Figure 1. I/O pins on the die edge.
Scale: 3 px per um. Pins as bars across the die edge, other pins in gray.
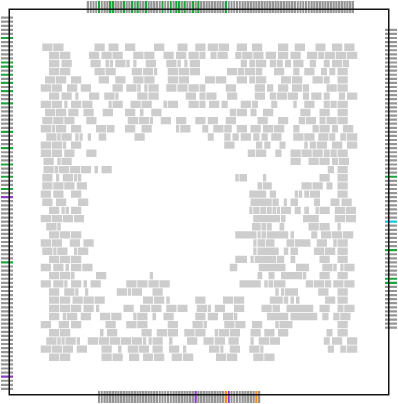
Figure 2. Gate families picked out.
Scale: 3 px per um.
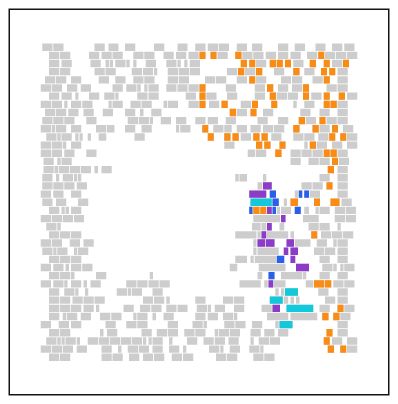
Figure 3. Clock nets.
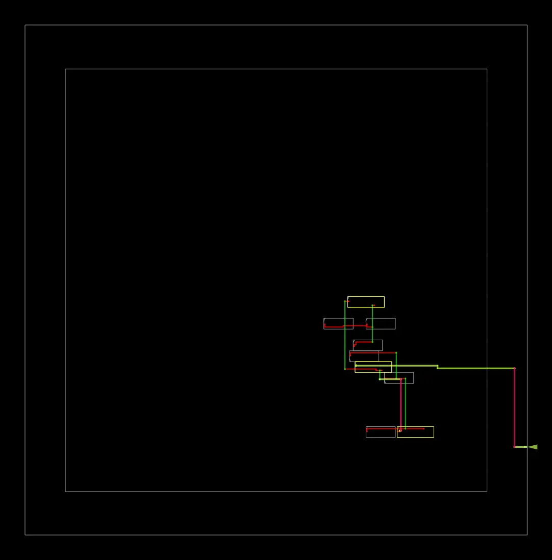
File: src/rtl/wb_arbiter2.sv
// wb_arbiter2: two-master Wishbone pipelined arbiter (round-robin) with an outstanding-strobe limit.
// Latency: one cycle from cyc to grant; once owned, requests and responses pass through combinationally.
// Backpressure: non-owner always stalled; owner stalled by the slave or while MAX_OUTSTANDING strobes are in flight.
// Optional bus watchdog is compiled in when WB_ARB_TIMEOUT_EN is defined.
module wb_arbiter2 #(
    parameter int unsigned TIMEOUT_CYCLES  = 1024,
    parameter int unsigned MAX_OUTSTANDING = 4
) (
    input  logic        clk_i,
    input  logic        reset_i,
    // master 0 (core data port)
    input  logic        m0_cyc_i,
    input  logic        m0_stb_i,
    input  logic        m0_we_i,
    input  logic [31:0] m0_adr_i,
    input  logic [31:0] m0_dat_i,
    input  logic [3:0]  m0_sel_i,
    output logic        m0_stall_o,
    output logic        m0_ack_o,
    output logic        m0_err_o,
    output logic [31:0] m0_dat_o,
    // master 1 (debug/DMA port)
    input  logic        m1_cyc_i,
    input  logic        m1_stb_i,
    input  logic        m1_we_i,
    input  logic [31:0] m1_adr_i,
    input  logic [31:0] m1_dat_i,
    input  logic [3:0]  m1_sel_i,
    output logic        m1_stall_o,
    output logic        m1_ack_o,
    output logic        m1_err_o,
    output logic [31:0] m1_dat_o,
    // shared bus towards the address decoder
    output logic        s_cyc_o,
    output logic        s_stb_o,
    output logic        s_we_o,
    output logic [31:0] s_adr_o,
    output logic [31:0] s_dat_o,
    output logic [3:0]  s_sel_o,
    input  logic        s_stall_i,
    input  logic        s_ack_i,
    input  logic        s_err_i,
    input  logic [31:0] s_dat_i,
    output logic [1:0]  grant_o
);

    localparam int unsigned CNT_W = $clog2(MAX_OUTSTANDING + 1);

    // Zero-sized limits would make the arbiter unable to ever forward or time out.
    if (MAX_OUTSTANDING < 1 || TIMEOUT_CYCLES < 1) begin : g_bad_params
        $error("wb_arbiter2: MAX_OUTSTANDING and TIMEOUT_CYCLES must be at least 1");
    end

    typedef enum logic [1:0] {IDLE, OWN0, OWN1, ABORT} state_t;

    state_t           state_q, state_d;
    logic             prio_q, prio_d;     // master that wins a simultaneous request
    logic [CNT_W-1:0] cnt_q, cnt_d;       // accepted but unanswered strobes

    logic        owned;
    logic        own_sel;
    logic        own_cyc, own_stb, own_we;
    logic [31:0] own_adr, own_dat;
    logic [3:0]  own_be;
    logic        cnt_full;
    logic        hold;
    logic        accept;
    logic        resp;
    logic        timeout;
    logic        wd_block;

    assign owned    = (state_q == OWN0) || (state_q == OWN1);
    assign own_sel  = (state_q == OWN1);
    assign cnt_full = (cnt_q == CNT_W'(MAX_OUTSTANDING));
    assign hold     = cnt_full || wd_block;
    assign resp     = s_ack_i || s_err_i;
    assign accept   = owned && own_stb && !hold && !s_stall_i;

`ifdef WB_ARB_TIMEOUT_EN
    localparam int unsigned WD_W = $clog2(TIMEOUT_CYCLES + 1);

    logic [WD_W-1:0] wd_q, wd_d;
    logic            wd_armed;
    logic            wd_last;

    assign wd_armed = owned && (cnt_q != '0);
    assign wd_last  = (wd_q == WD_W'(TIMEOUT_CYCLES - 1));
    // Last silent cycle: stop new strobes so nothing is accepted into a bus about to abort.
    assign wd_block = wd_armed && wd_last;
    assign timeout  = wd_armed && wd_last && !resp;

    // Count consecutive response-free cycles while something is outstanding.
    always_comb begin
        wd_d = '0;
        if (wd_armed && !resp && !wd_last) begin
            wd_d = wd_q + 1'b1;
        end
    end

    // Watchdog register.
    always_ff @(posedge clk_i) begin
        if (reset_i) begin
            wd_q <= '0;
        end else begin
            wd_q <= wd_d;
        end
    end
`else
    assign wd_block = 1'b0;
    assign timeout  = 1'b0;
`endif

    // Select the current owner's request signals.
    always_comb begin
        own_cyc = 1'b0;
        own_stb = 1'b0;
        own_we  = 1'b0;
        own_adr = '0;
        own_dat = '0;
        own_be  = '0;
        if (owned) begin
            if (own_sel) begin
                own_cyc = m1_cyc_i;
                own_stb = m1_stb_i;
                own_we  = m1_we_i;
                own_adr = m1_adr_i;
                own_dat = m1_dat_i;
                own_be  = m1_sel_i;
            end else begin
                own_cyc = m0_cyc_i;
                own_stb = m0_stb_i;
                own_we  = m0_we_i;
                own_adr = m0_adr_i;
                own_dat = m0_dat_i;
                own_be  = m0_sel_i;
            end
        end
    end

    // Drive the shared bus from the owner and route responses back to it only.
    always_comb begin
        s_cyc_o    = 1'b0;
        s_stb_o    = 1'b0;
        s_we_o     = 1'b0;
        s_adr_o    = '0;
        s_dat_o    = '0;
        s_sel_o    = '0;
        m0_stall_o = 1'b1;
        m0_ack_o   = 1'b0;
        m0_err_o   = 1'b0;
        m0_dat_o   = '0;
        m1_stall_o = 1'b1;
        m1_ack_o   = 1'b0;
        m1_err_o   = 1'b0;
        m1_dat_o   = '0;
        grant_o    = 2'b00;
        if (owned) begin
            s_cyc_o = own_cyc;
            s_stb_o = own_stb && !hold;
            s_we_o  = own_we;
            s_adr_o = own_adr;
            s_dat_o = own_dat;
            s_sel_o = own_be;
            // A simultaneous ack and err is reported as an error only.
            if (own_sel) begin
                grant_o    = 2'b10;
                m1_stall_o = s_stall_i || hold;
                m1_ack_o   = s_ack_i && !s_err_i;
                m1_err_o   = s_err_i || timeout;
                m1_dat_o   = s_dat_i;
            end else begin
                grant_o    = 2'b01;
                m0_stall_o = s_stall_i || hold;
                m0_ack_o   = s_ack_i && !s_err_i;
                m0_err_o   = s_err_i || timeout;
                m0_dat_o   = s_dat_i;
            end
        end
    end

    // Arbitration, ownership release/abort and outstanding-strobe bookkeeping.
    always_comb begin
        state_d = state_q;
        prio_d  = prio_q;
        cnt_d   = cnt_q;
        case (state_q)
            IDLE: begin
                cnt_d = '0;
                if (m0_cyc_i && m1_cyc_i) begin
                    state_d = prio_q ? OWN1 : OWN0;
                end else if (m0_cyc_i) begin
                    state_d = OWN0;
                end else if (m1_cyc_i) begin
                    state_d = OWN1;
                end
            end
            OWN0, OWN1: begin
                if (accept && !resp) begin
                    cnt_d = cnt_q + 1'b1;
                end else if (!accept && resp && (cnt_q != '0)) begin
                    cnt_d = cnt_q - 1'b1;
                end
                if (timeout) begin
                    state_d = ABORT;
                    cnt_d   = '0;
                    prio_d  = !own_sel;
                end else if (!own_cyc) begin
                    // Releasing owner loses the next tie.
                    state_d = (cnt_q != '0) ? ABORT : IDLE;
                    cnt_d   = '0;
                    prio_d  = !own_sel;
                end
            end
            ABORT: begin
                // Late responses land here and are dropped.
                state_d = IDLE;
                cnt_d   = '0;
            end
            default: begin
                state_d = IDLE;
                cnt_d   = '0;
            end
        endcase
    end

    // State, round-robin pointer and outstanding counter registers.
    always_ff @(posedge clk_i) begin
        if (reset_i) begin
            state_q <= IDLE;
            prio_q  <= 1'b0;
            cnt_q   <= '0;
        end else begin
            state_q <= state_d;
            prio_q  <= prio_d;
            cnt_q   <= cnt_d;
        end
    end

endmodule
File: config.mk
export PLATFORM = sky130hd
export DESIGN_NAME = wb_arbiter2
export DESIGN_NICKNAME = d
export VERILOG_FILES = /design/src/rtl/wb_arbiter2.sv
export SDC_FILE = /design/constraint.sdc
export NUM_CORES = 1
export LEC_CHECK = 0
export CORE_AREA = 10 10 116 118
export DETAILED_ROUTE_END_ITERATION = 16
export DIE_AREA = 0 0 126 128
export PLACE_DENSITY = 0.68
export SLEW_MARGIN = 0
export SYNTH_ARGS = -nofsm -noshare
export SYNTH_HDL_FRONTEND = slang
export SYNTH_SLANG_ARGS = --single-unit
File: constraint.sdc
create_clock -name clk_i -period 4.4 [get_ports clk_i]
set_input_delay 1.32 -clock clk_i [delete_from_list [all_inputs] [get_ports clk_i]]
set_output_delay 1.32 -clock clk_i [all_outputs]
set_load 0.005 [all_outputs]
==> reports/notes.md <==
The average cell area after synthesis is 6.81 um^2, and the fraction of the mapped netlist area in compound gates is 6.00%. The library cell contributing the largest single delay on the critical path was sky130_fd_sc_hd__clkdlybuf4s50_1. The tools report the number of instances in the synthesized netlist as 300.

The violation count after the first detailed-routing iteration is 101, and the synthesis-to-finish area growth is 169%. The data arrival time of the critical path is 2.71 ns. Layer with the highest usage after global routing: met2.

Summed over all layers, the global routing overflow is 0. The run gives 0.517 ns for the transition time of the tightest slew-check pin. The congestion estimate from routability-driven global placement came to 0.869.

The run gives 749 as the cell total after placement. For this run, the leading register cell type out of synthesis is sky130_fd_sc_hd__dfxtp_1. For reference, the critical path cell chain is clkdlybuf4s50_1 > mux2i_1 > nor3_1 > clkdlybuf4s50_1. Fraction of met3 tracks used by global routing: 7.49%. Signal routing reaches up to met4. For the final instance area, the log shows 0.00550 mm^2. The worst setup path is captured at a primary output. The first global-routing pass estimated 20.3 mm of wire. The routed wirelength on the met1 layer is recorded as 4.94 mm. The tool flagged a number of max-cap violations equal to 0.

The all-layer global routing usage was 15.5%. The run gives 0 for the final count of hold timing violations. After detailed routing, the met2 layer carries 7.27 mm of wire. The run finished with clean final reports. The count of different cell masters after synthesis is 36. Launch point of the critical path: m1_stb_i. The final wirelength was 14.0 mm; the standard cell core area was 0.0112 mm^2. With the H-tree depth at 1, the final core area utilization is 49.0%.

The fraction of final layout cells sized beyond drive strength 1 is 3.28%. The design draws 2.32 mW. The run gives 3 for the total CTS buffers.

The cell depth of the worst flop-to-flop path was 10. The full die area is 0.0161 mm^2. In this run the most critical hold path is launched from prio_q$_SDFFE_PP0P_.
About Figure 1:
Cyan shows m1_stb_i, pins 1, direction input, edge right. Orange shows grant_o, pins 2, direction output, edge bottom. Purple shows s_sel_o, pins 4, direction output, edge 2 left, 2 bottom. Green shows m1_adr_i, pins 32, direction input, edge 15 top, 13 left, 4 right.
All pins by edge: 97 top, 92 left, 74 right, 59 bottom.
horizontal die dimension: 126 um
I/O Buffers: 321
Die Y-Extent: 128 um

About Figure 2:
Blue shows nand cells, cells 9, most used nand2_1. Purple shows aoi and oai cells, cells 15, most used a21oi_1. Cyan shows fa/ha/maj cells, cells 5, most used ha_1, where lower right. Orange shows and/or cells, cells 73, most used and2_1.
most frequent standard cell in the layout excluding fill and tap cells: sky130_fd_sc_hd__clkdlybuf4s50_1
share of the final layout cell area in multi-input gates: 32.9%
Final Non-Filler Cells: 752

About Figure 3:
count of clock buffers in the final design: 3
sequential cell count: 6

worst max path at each step:
stage,to,slack [ns]
3_5_place_dp,s_stb_o,0.38
2_1_floorplan,cnt_q[2]$_SDFFE_PP0P_,1.11
5_1_grt,m0_dat_o[24],0.31
4_1_cts,s_stb_o,0.37
3_3_place_gp,s_stb_o,0.39
6_report,s_stb_o,0.37
worst min-delay path: stages, from the launching register on:
cell,delay [ns]
sky130_fd_sc_hd__dfxtp_1,0.31
sky130_fd_sc_hd__o21ai_0,0.07
sky130_fd_sc_hd__a21oi_1,0.07
synth_stat cells (all sizes together), types with 2 or more instances:
master	instances	area share, %
a21oi	4	0.98
dfxtp	6	5.9
mux2	3	2.0
clkbuf	13	2.4
nor3	7	2.0
o2111ai	2	0.86
o21ai	3	0.73
nor2	80	15
and2	67	21
inv	7	1.3
ha	4	2.4
nand2	3	0.55
nand4	2	0.61
or3	2	0.61
buf	10	2.6
a211oi	2	0.73
nand2b	2	0.61
mux2i	70	34
registers in the layout, indices dropped and copies added, names as in the netlist:
signal,cells
cnt_q,3
prio_q,1
state_q,2
area by class of cell:
cell class / count / area [um^2] / area share (%)
Clock buffer: 3 / 75.1 / 1.37
Inverter: 7 / 26.3 / 0.478
Multi-Input combinational cell: 264 / 1810 / 32.9
Sequential cell: 6 / 120 / 2.19
Tap cell: 143 / 179 / 3.26
Timing Repair Buffer: 329 / 3290 / 59.8
layout by cell type, fill, tap and decap left out:
cell type,instances
sky130_fd_sc_hd__nand3_1,1
sky130_fd_sc_hd__o32ai_2,1
sky130_fd_sc_hd__nor2_1,80
sky130_fd_sc_hd__buf_12,1
sky130_fd_sc_hd__and2b_1,1
sky130_fd_sc_hd__ha_1,3
sky130_fd_sc_hd__fa_1,1
sky130_fd_sc_hd__nand2b_1,2
sky130_fd_sc_hd__dfxtp_1,6
sky130_fd_sc_hd__and4b_1,1
sky130_fd_sc_hd__xnor2_1,1
sky130_fd_sc_hd__clkbuf_16,3
sky130_fd_sc_hd__and2_1,67
sky130_fd_sc_hd__a21boi_0,1
sky130_fd_sc_hd__and3b_1,1
sky130_fd_sc_hd__nor3_1,6
sky130_fd_sc_hd__buf_4,7
sky130_fd_sc_hd__a211oi_1,2
sky130_fd_sc_hd__o221a_2,1
sky130_fd_sc_hd__mux2i_1,70
sky130_fd_sc_hd__o21bai_1,1
sky130_fd_sc_hd__nor3_2,1
sky130_fd_sc_hd__ha_4,1
sky130_fd_sc_hd__a22oi_2,1
sky130_fd_sc_hd__mux2_4,2
sky130_fd_sc_hd__inv_2,1
sky130_fd_sc_hd__o21ai_1,1
sky130_fd_sc_hd__o21ai_0,2
sky130_fd_sc_hd__or2_2,1
sky130_fd_sc_hd__nand2_1,3
sky130_fd_sc_hd__clkdlybuf4s50_1,321
sky130_fd_sc_hd__nand4_1,2
sky130_fd_sc_hd__o2111ai_1,2
sky130_fd_sc_hd__a21oi_1,4
sky130_fd_sc_hd__or3_1,2
sky130_fd_sc_hd__nand3b_1,1
sky130_fd_sc_hd__mux2_1,1
sky130_fd_sc_hd__inv_1,6
where the power goes:
part           total [mW]  internal [mW]  switching [mW]
clock               0.152          0.117          0.0350
sequential         0.0773         0.0661          0.0113
combinational        2.09           1.23           0.863
No activity file was given, so power comes from the tool's default toggle rates.
